<file path="config.mk">
export PLATFORM = sky130hd
export DESIGN_NAME = ahb_master_burst_gen
export DESIGN_NICKNAME = d
export VERILOG_FILES = /design/src/rtl/ahb_params_pkg.sv /design/src/rtl/ahb_master_burst_gen.sv
export SDC_FILE = /design/constraint.sdc
export NUM_CORES = 1
export LEC_CHECK = 0
export ABC_AREA = 1
export CAP_MARGIN = 20
export CORE_MARGIN = 2
export CORE_UTILIZATION = 61
export CTS_CLUSTER_DIAMETER = 30
export CTS_CLUSTER_SIZE = 12
export DETAILED_ROUTE_END_ITERATION = 10
export GPL_TIMING_DRIVEN = 0
export PLACE_DENSITY = 0.95
export SYNTH_ARGS = -nofsm -noshare
export SYNTH_HDL_FRONTEND = slang
export SYNTH_SLANG_ARGS = --single-unit
</file>
<file path="constraint.sdc">
create_clock -name HCLK -period 13.05 [get_ports HCLK]
set_input_delay 1.9575 -clock HCLK [delete_from_list [all_inputs] [get_ports HCLK]]
set_output_delay 1.9575 -clock HCLK [all_outputs]
set_load 0.01 [all_outputs]
</file>
<file path="src/rtl/ahb_params_pkg.sv">
// Shared AHB-Lite encodings plus the burst-length and next-address helpers
// used by the address-phase sequencer.
package ahb_params_pkg;

   localparam int ADDR_WIDTH = 32;
   localparam int KB_SHIFT   = 10;

   typedef enum logic [1:0] {
      HTRANS_IDLE   = 2'b00,
      HTRANS_BUSY   = 2'b01,
      HTRANS_NONSEQ = 2'b10,
      HTRANS_SEQ    = 2'b11
   } htrans_t;

   typedef enum logic [2:0] {
      HBURST_SINGLE = 3'd0,
      HBURST_INCR   = 3'd1,
      HBURST_WRAP4  = 3'd2,
      HBURST_INCR4  = 3'd3,
      HBURST_WRAP8  = 3'd4,
      HBURST_INCR8  = 3'd5,
      HBURST_WRAP16 = 3'd6,
      HBURST_INCR16 = 3'd7
   } hburst_t;

   typedef enum logic [2:0] {
      HSIZE_BYTE      = 3'd0,
      HSIZE_HALF_WORD = 3'd1,
      HSIZE_WORD      = 3'd2
   } hsize_t;

   typedef enum logic [1:0] {
      ST_IDLE,
      ST_ACTIVE,
      ST_ERR
   } gen_state_t;

   // Wide enough for any supported ADDR_WIDTH; callers truncate the result.
   typedef logic [63:0] wide_addr_t;

   function automatic logic is_wrap(input hburst_t burst);
      return (burst == HBURST_WRAP4) || (burst == HBURST_WRAP8) || (burst == HBURST_WRAP16);
   endfunction

   function automatic logic [4:0] burst_beats(input hburst_t burst, input logic [4:0] len,
                                              input int max_len);
      logic [4:0] beats;
      case (burst)
         HBURST_SINGLE: beats = 5'd1;
         HBURST_INCR: begin
            if (len == 5'd0)             beats = 5'd1;
            else if (int'(len) > max_len) beats = 5'(max_len);
            else                          beats = len;
         end
         HBURST_WRAP4, HBURST_INCR4: beats = 5'd4;
         HBURST_WRAP8, HBURST_INCR8: beats = 5'd8;
         default:                    beats = 5'd16;
      endcase
      return beats;
   endfunction

   function automatic wide_addr_t addr_next(input wide_addr_t addr, input hburst_t burst,
                                            input hsize_t size);
      wide_addr_t step;
      wide_addr_t mask;
      step = wide_addr_t'(1) << size;
      if (is_wrap(burst)) begin
         mask = (wide_addr_t'(burst_beats(burst, 5'd0, 0)) << size) - wide_addr_t'(1);
         return (addr & ~mask) | ((addr + step) & mask);
      end
      return addr + step;
   endfunction

endpackage

</file>
<file path="src/rtl/ahb_master_burst_gen.sv">
// AHB-Lite master address-phase sequencer: turns one burst command into
// beat-by-beat HADDR/HTRANS/control, honouring stalls, wraps, 1KB breaks and ERROR.
module ahb_master_burst_gen
   import ahb_params_pkg::*;
#(
   parameter int ADDR_WIDTH = ahb_params_pkg::ADDR_WIDTH,
   parameter int MAX_LEN    = 16
) (
   input  logic                  HCLK,
   input  logic                  HRESET,
   input  logic                  cmd_valid,
   output logic                  cmd_ready,
   input  logic [ADDR_WIDTH-1:0] cmd_addr,
   input  logic                  cmd_write,
   input  logic [2:0]            cmd_burst,
   input  logic [2:0]            cmd_size,
   input  logic [4:0]            cmd_len,
   output logic [ADDR_WIDTH-1:0] HADDR,
   output logic [1:0]            HTRANS,
   output logic                  HWRITE,
   output logic [2:0]            HSIZE,
   output logic [2:0]            HBURST,
   input  logic                  HREADY,
   input  logic                  HRESP,
   output logic                  burst_done,
   output logic                  burst_err
);

   gen_state_t            state_q, state_d;
   logic [ADDR_WIDTH-1:0] haddr_q, haddr_d;
   htrans_t               htrans_q, htrans_d;
   logic                  hwrite_q, hwrite_d;
   hsize_t                hsize_q, hsize_d;
   hburst_t               hburst_q, hburst_d;
   logic [4:0]            beats_q, beats_d;
   logic                  live_q;

   // Command decode for the burst about to be loaded.
   hsize_t                cmd_size_c;
   hburst_t               cmd_burst_c;
   logic [4:0]            cmd_beats_c;
   logic [ADDR_WIDTH-1:0] start_addr, last_addr;
   logic                  fixed_incr, reject;

   logic [ADDR_WIDTH-1:0] nxt_addr;
   logic                  nxt_crosses_kb;
   logic                  last_accept, take;

   assign cmd_size_c  = (cmd_size > 3'd2) ? HSIZE_WORD : hsize_t'(cmd_size);
   assign cmd_burst_c = hburst_t'(cmd_burst);
   assign cmd_beats_c = burst_beats(cmd_burst_c, cmd_len, MAX_LEN);
   assign start_addr  = (cmd_addr >> cmd_size_c) << cmd_size_c;
   assign last_addr   = start_addr + (ADDR_WIDTH'(cmd_beats_c - 5'd1) << cmd_size_c);
   assign fixed_incr  = (cmd_burst_c == HBURST_INCR4) || (cmd_burst_c == HBURST_INCR8) ||
                        (cmd_burst_c == HBURST_INCR16);
   assign reject      = fixed_incr && (((start_addr ^ last_addr) >> KB_SHIFT) != '0);

   assign nxt_addr       = ADDR_WIDTH'(addr_next(wide_addr_t'(haddr_q), hburst_q, hsize_q));
   assign nxt_crosses_kb = ((haddr_q ^ nxt_addr) >> KB_SHIFT) != '0;

   // A new command may be taken in the same cycle the last beat is accepted.
   assign last_accept = (state_q == ST_ACTIVE) && HREADY && (beats_q == 5'd1);
   assign cmd_ready   = live_q && !HRESET && ((state_q == ST_IDLE) || last_accept);
   assign take        = cmd_valid && cmd_ready;
   assign burst_done  = last_accept && !HRESET;
   assign burst_err   = (state_q == ST_ERR);

   always_comb begin
      // NOTE: every target gets a default first so no path leaves it unassigned (no latches).
      state_d  = state_q;
      haddr_d  = haddr_q;
      htrans_d = htrans_q;
      hwrite_d = hwrite_q;
      hsize_d  = hsize_q;
      hburst_d = hburst_q;
      beats_d  = beats_q;

      case (state_q)
         ST_IDLE: htrans_d = HTRANS_IDLE;
         ST_ACTIVE: begin
            if (HREADY) begin
               if (beats_q == 5'd1) begin
                  state_d  = ST_IDLE;
                  htrans_d = HTRANS_IDLE;
               end else begin
                  haddr_d  = nxt_addr;
                  beats_d  = beats_q - 5'd1;
                  htrans_d = (hburst_q == HBURST_INCR && nxt_crosses_kb) ? HTRANS_NONSEQ
                                                                         : HTRANS_SEQ;
               end
            end else if (HRESP) begin
               state_d  = ST_ERR;
               htrans_d = HTRANS_IDLE;
            end
         end
         ST_ERR:  state_d = ST_IDLE;
         default: state_d = ST_IDLE;
      endcase

      if (take) begin
         if (reject) begin
            state_d  = ST_ERR;
            htrans_d = HTRANS_IDLE;
         end else begin
            state_d  = ST_ACTIVE;
            haddr_d  = start_addr;
            htrans_d = HTRANS_NONSEQ;
            hwrite_d = cmd_write;
            hsize_d  = cmd_size_c;
            hburst_d = cmd_burst_c;
            beats_d  = cmd_beats_c;
         end
      end
   end

   // NOTE: state is updated with non-blocking assignments so all registers see pre-edge values.
   always_ff @(posedge HCLK) begin
      if (HRESET) begin
         state_q  <= ST_IDLE;
         haddr_q  <= '0;
         htrans_q <= HTRANS_IDLE;
         hwrite_q <= 1'b0;
         hsize_q  <= HSIZE_BYTE;
         hburst_q <= HBURST_SINGLE;
         beats_q  <= '0;
         live_q   <= 1'b0;
      end else begin
         state_q  <= state_d;
         haddr_q  <= haddr_d;
         htrans_q <= htrans_d;
         hwrite_q <= hwrite_d;
         hsize_q  <= hsize_d;
         hburst_q <= hburst_d;
         beats_q  <= beats_d;
         live_q   <= 1'b1;
      end
   end

   assign HADDR  = haddr_q;
   assign HTRANS = htrans_q;
   assign HWRITE = hwrite_q;
   assign HSIZE  = hsize_q;
   assign HBURST = hburst_q;

endmodule

</file>
Fig. 1: cells by drive strength
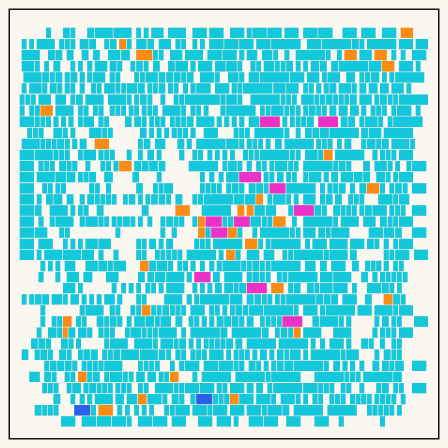
- drive 3 to 4: blue (cells 2; most used nor2_4)
- drive 2: orange (cells 33; most used a21oi_2)
- drive 6 and up: magenta (cells 11)
- drive 1 or less: cyan (cells 1,160; most used nand2_1)

Fig. 2: layout detail
Region (69, 69) to (89, 89) µm. Cells in gray, sequential cells in the stronger gray; small squares are vias.
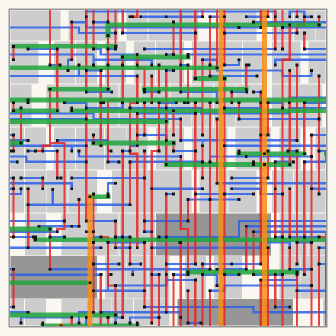
- met2: red
- met3: green
- met4: orange
- met1: blue
- netlist names of flops here include: HADDR (3)
- cells with their middle in the window: 65
- most frequent: nand2_1 (12), inv_1 (12), nor2_1 (8)
- sequential cells in the window: 3

Fig. 3: local utilization
10 x 10 tiles, from white (low) to dark blue (high), 0 to 100% covered.
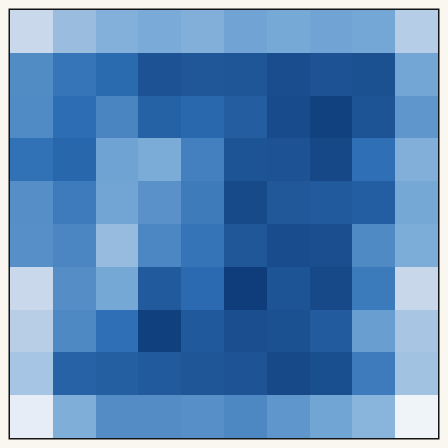
- mean over tiles: 66%
- fullest tile: 95%
- tiles over 75% full: 42%
floorplan utilization: 63.3%
Core Area: 9820 µm²
Final Util: 76.0%

Fig. 4: placement view
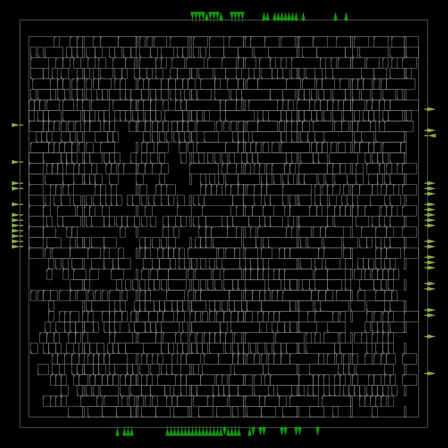
flip-flops: 49
fill count: 865
flop share of the area: 13.1%
Layout Cells excl Fill: 1,339

Fig. 5: pin placement
The bar under the picture is 20 µm long. Pins as bars across the die edge, other pins in gray.
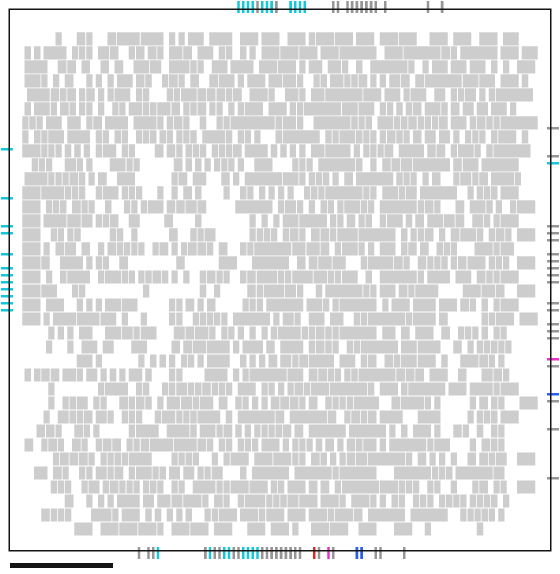
- HBURST: blue (pins 3; direction output; edge 2 south, 1 east)
- cmd_addr: cyan (pins 32; direction input; edge 12 west, 11 north, 8 south, 1 east)
- cmd_valid: red (pins 1; direction input; edge south)
- HTRANS: magenta (pins 2; direction output; edge 1 east, 1 south)
- all pins by edge: 34 south, 25 north, 22 east, 12 west
# port buffers: 92
die y size: 105 µm

==> impl_metrics.ini <==
; generated from flow reports
[outcome]
status = finished clean

[layout]
final_common_cell = nand2_1
layout.nets = 1298

[clocking]
h-tree-depth = 2
ctsHoldBuffers = 0
cts_tree = yes
numCtsBuffers = 5
ctsResizeCount = 0

[routing]
drc = 0
viasPerCell = 5.47
vias = 7331

[timing]
layout_setup_ws_ns = 6.44
tightest_slew_ns = 0.672
fin_setup_tns_ns = 0

[power_and_ir_drop]
power_frac_clock_pct = 18.7
swShare_pct = 40.6
power.switching_mw = 0.197

[floorplanning]
rows = 36

[logic_synthesis]
synth_flops = 49
ys_cells = 1083
ys_seq_share_pct = 15.8
ff_type = dfxtp_1

[worst_setup_path]
reg2reg_from = HSIZE[1]

[min_path]
min_path_cells = 2
## cell type report
cell class              instances  area (µm²)
plain buffers                  52         253
clock buffers                   8        80.1
fillers                       865        2350
inverters                     150         563
multi-input cells             855        4500
flip-flops and latches         49         981
well taps                     133         166
repair buffers                 92         921
## cells by family (layout without fill, tap and decap cells)
group                    count (synthesis)  after routing  synth area share, %
adder cells (fa/ha/maj)                 44             44                 8.98
AND/OR/NAND/NOR                        574            574                 38.8
other                                    1             24               0.0604
XOR/XNOR                                55             55                 8.00
multiplexers                             8              8                 1.29
buffers and inverters                  202            302                 13.1
flip-flops                              49             49                 15.8
AND-OR/OR-AND                          150            150                 13.9
## cell usage after synthesis (4+ instances only)
master / count / area share, %
o21ai_0: 37 / 3.0
nor3_1: 17 / 1.4
dfxtp_1: 49 / 16
o21ai_1: 4 / 0.32
nor4_1: 8 / 0.81
buf_2: 7 / 0.56
a31oi_1: 7 / 0.71
mux2i_1: 8 / 1.3
o21bai_1: 6 / 0.73
a21oi_2: 10 / 1.4
o22ai_1: 6 / 0.60
nand2_2: 6 / 0.60
buf_6: 5 / 0.91
a21oi_1: 64 / 5.2
nand2_1: 287 / 17
xnor2_1: 20 / 2.8
a21o_1: 7 / 0.85
nand4_1: 12 / 1.2
nand3_1: 49 / 3.9
xor2_1: 34 / 4.8
inv_1: 147 / 8.9
clkbuf_1: 38 / 2.3
ha_1: 43 / 8.7
nand3b_1: 16 / 1.9
nor2_1: 168 / 10
## sequential cells by signal, summed over array words and instances, names as in the netlist
signal and cells:
HADDR 32, beats_q 5, HBURST 3, HSIZE 3, HTRANS 2, state_q 2
HWRITE 1, live_q 1
## per-layer routing
| layer | wire, µm | vias up | share of wire, % |
|---|---|---|---|
| met5 | 0 | - | 0 |
| met4 | 830 | 0 | 4.3 |
| met3 | 1370 | 63 | 7.1 |
| met2 | 9110 | 312 | 47 |
| met1 | 8120 | 3311 | 42 |
| li1 | - | 3645 | - |
## worst reg2reg max path: cells and delay by family, from the launching register on
kind | cells | cell delay (ns)
AND-OR/OR-AND | 4 | 0.74
flip-flops | 1 | 0.34
AND/OR/NAND/NOR | 14 | 1.60
adder cells (fa/ha/maj) | 2 | 0.62
buffers and inverters | 4 | 0.36
## worst min-delay path by stage
stage | endpoint | from | slack, ns
2_1_floorplan | state_q[0] | state_q[0] | 0.46
3_3_place_gp | state_q[0] | state_q[0] | 0.48
3_5_place_dp | state_q[0] | state_q[0] | 0.50
4_1_cts | state_q[0] | state_q[0] | 0.51
5_1_grt | HWRITE | HWRITE | 0.54
6_report | state_q[0] | state_q[0] | 0.52
## per-stage QoR
step                      hold WS, ns  power (mW)  area (µm²)
after floorplan                 0.464       0.321        6300
after global placement          0.484       0.383        7380
after detailed placement        0.500       0.388        7380
after CTS                       0.509       0.474        7460
after global routing            0.540       0.517        7460
final                           0.519       0.485        7460
## power groups by stage
stage	logic [mW]	registers [mW]	clock network, mW
after floorplan	0.152	0.169	0
after global placement	0.215	0.168	0
after detailed placement	0.220	0.168	0
after CTS	0.221	0.165	0.0886
after global routing	0.257	0.166	0.0942
final	0.229	0.165	0.0907
No activity file was given, so power comes from the tool's default toggle rates.
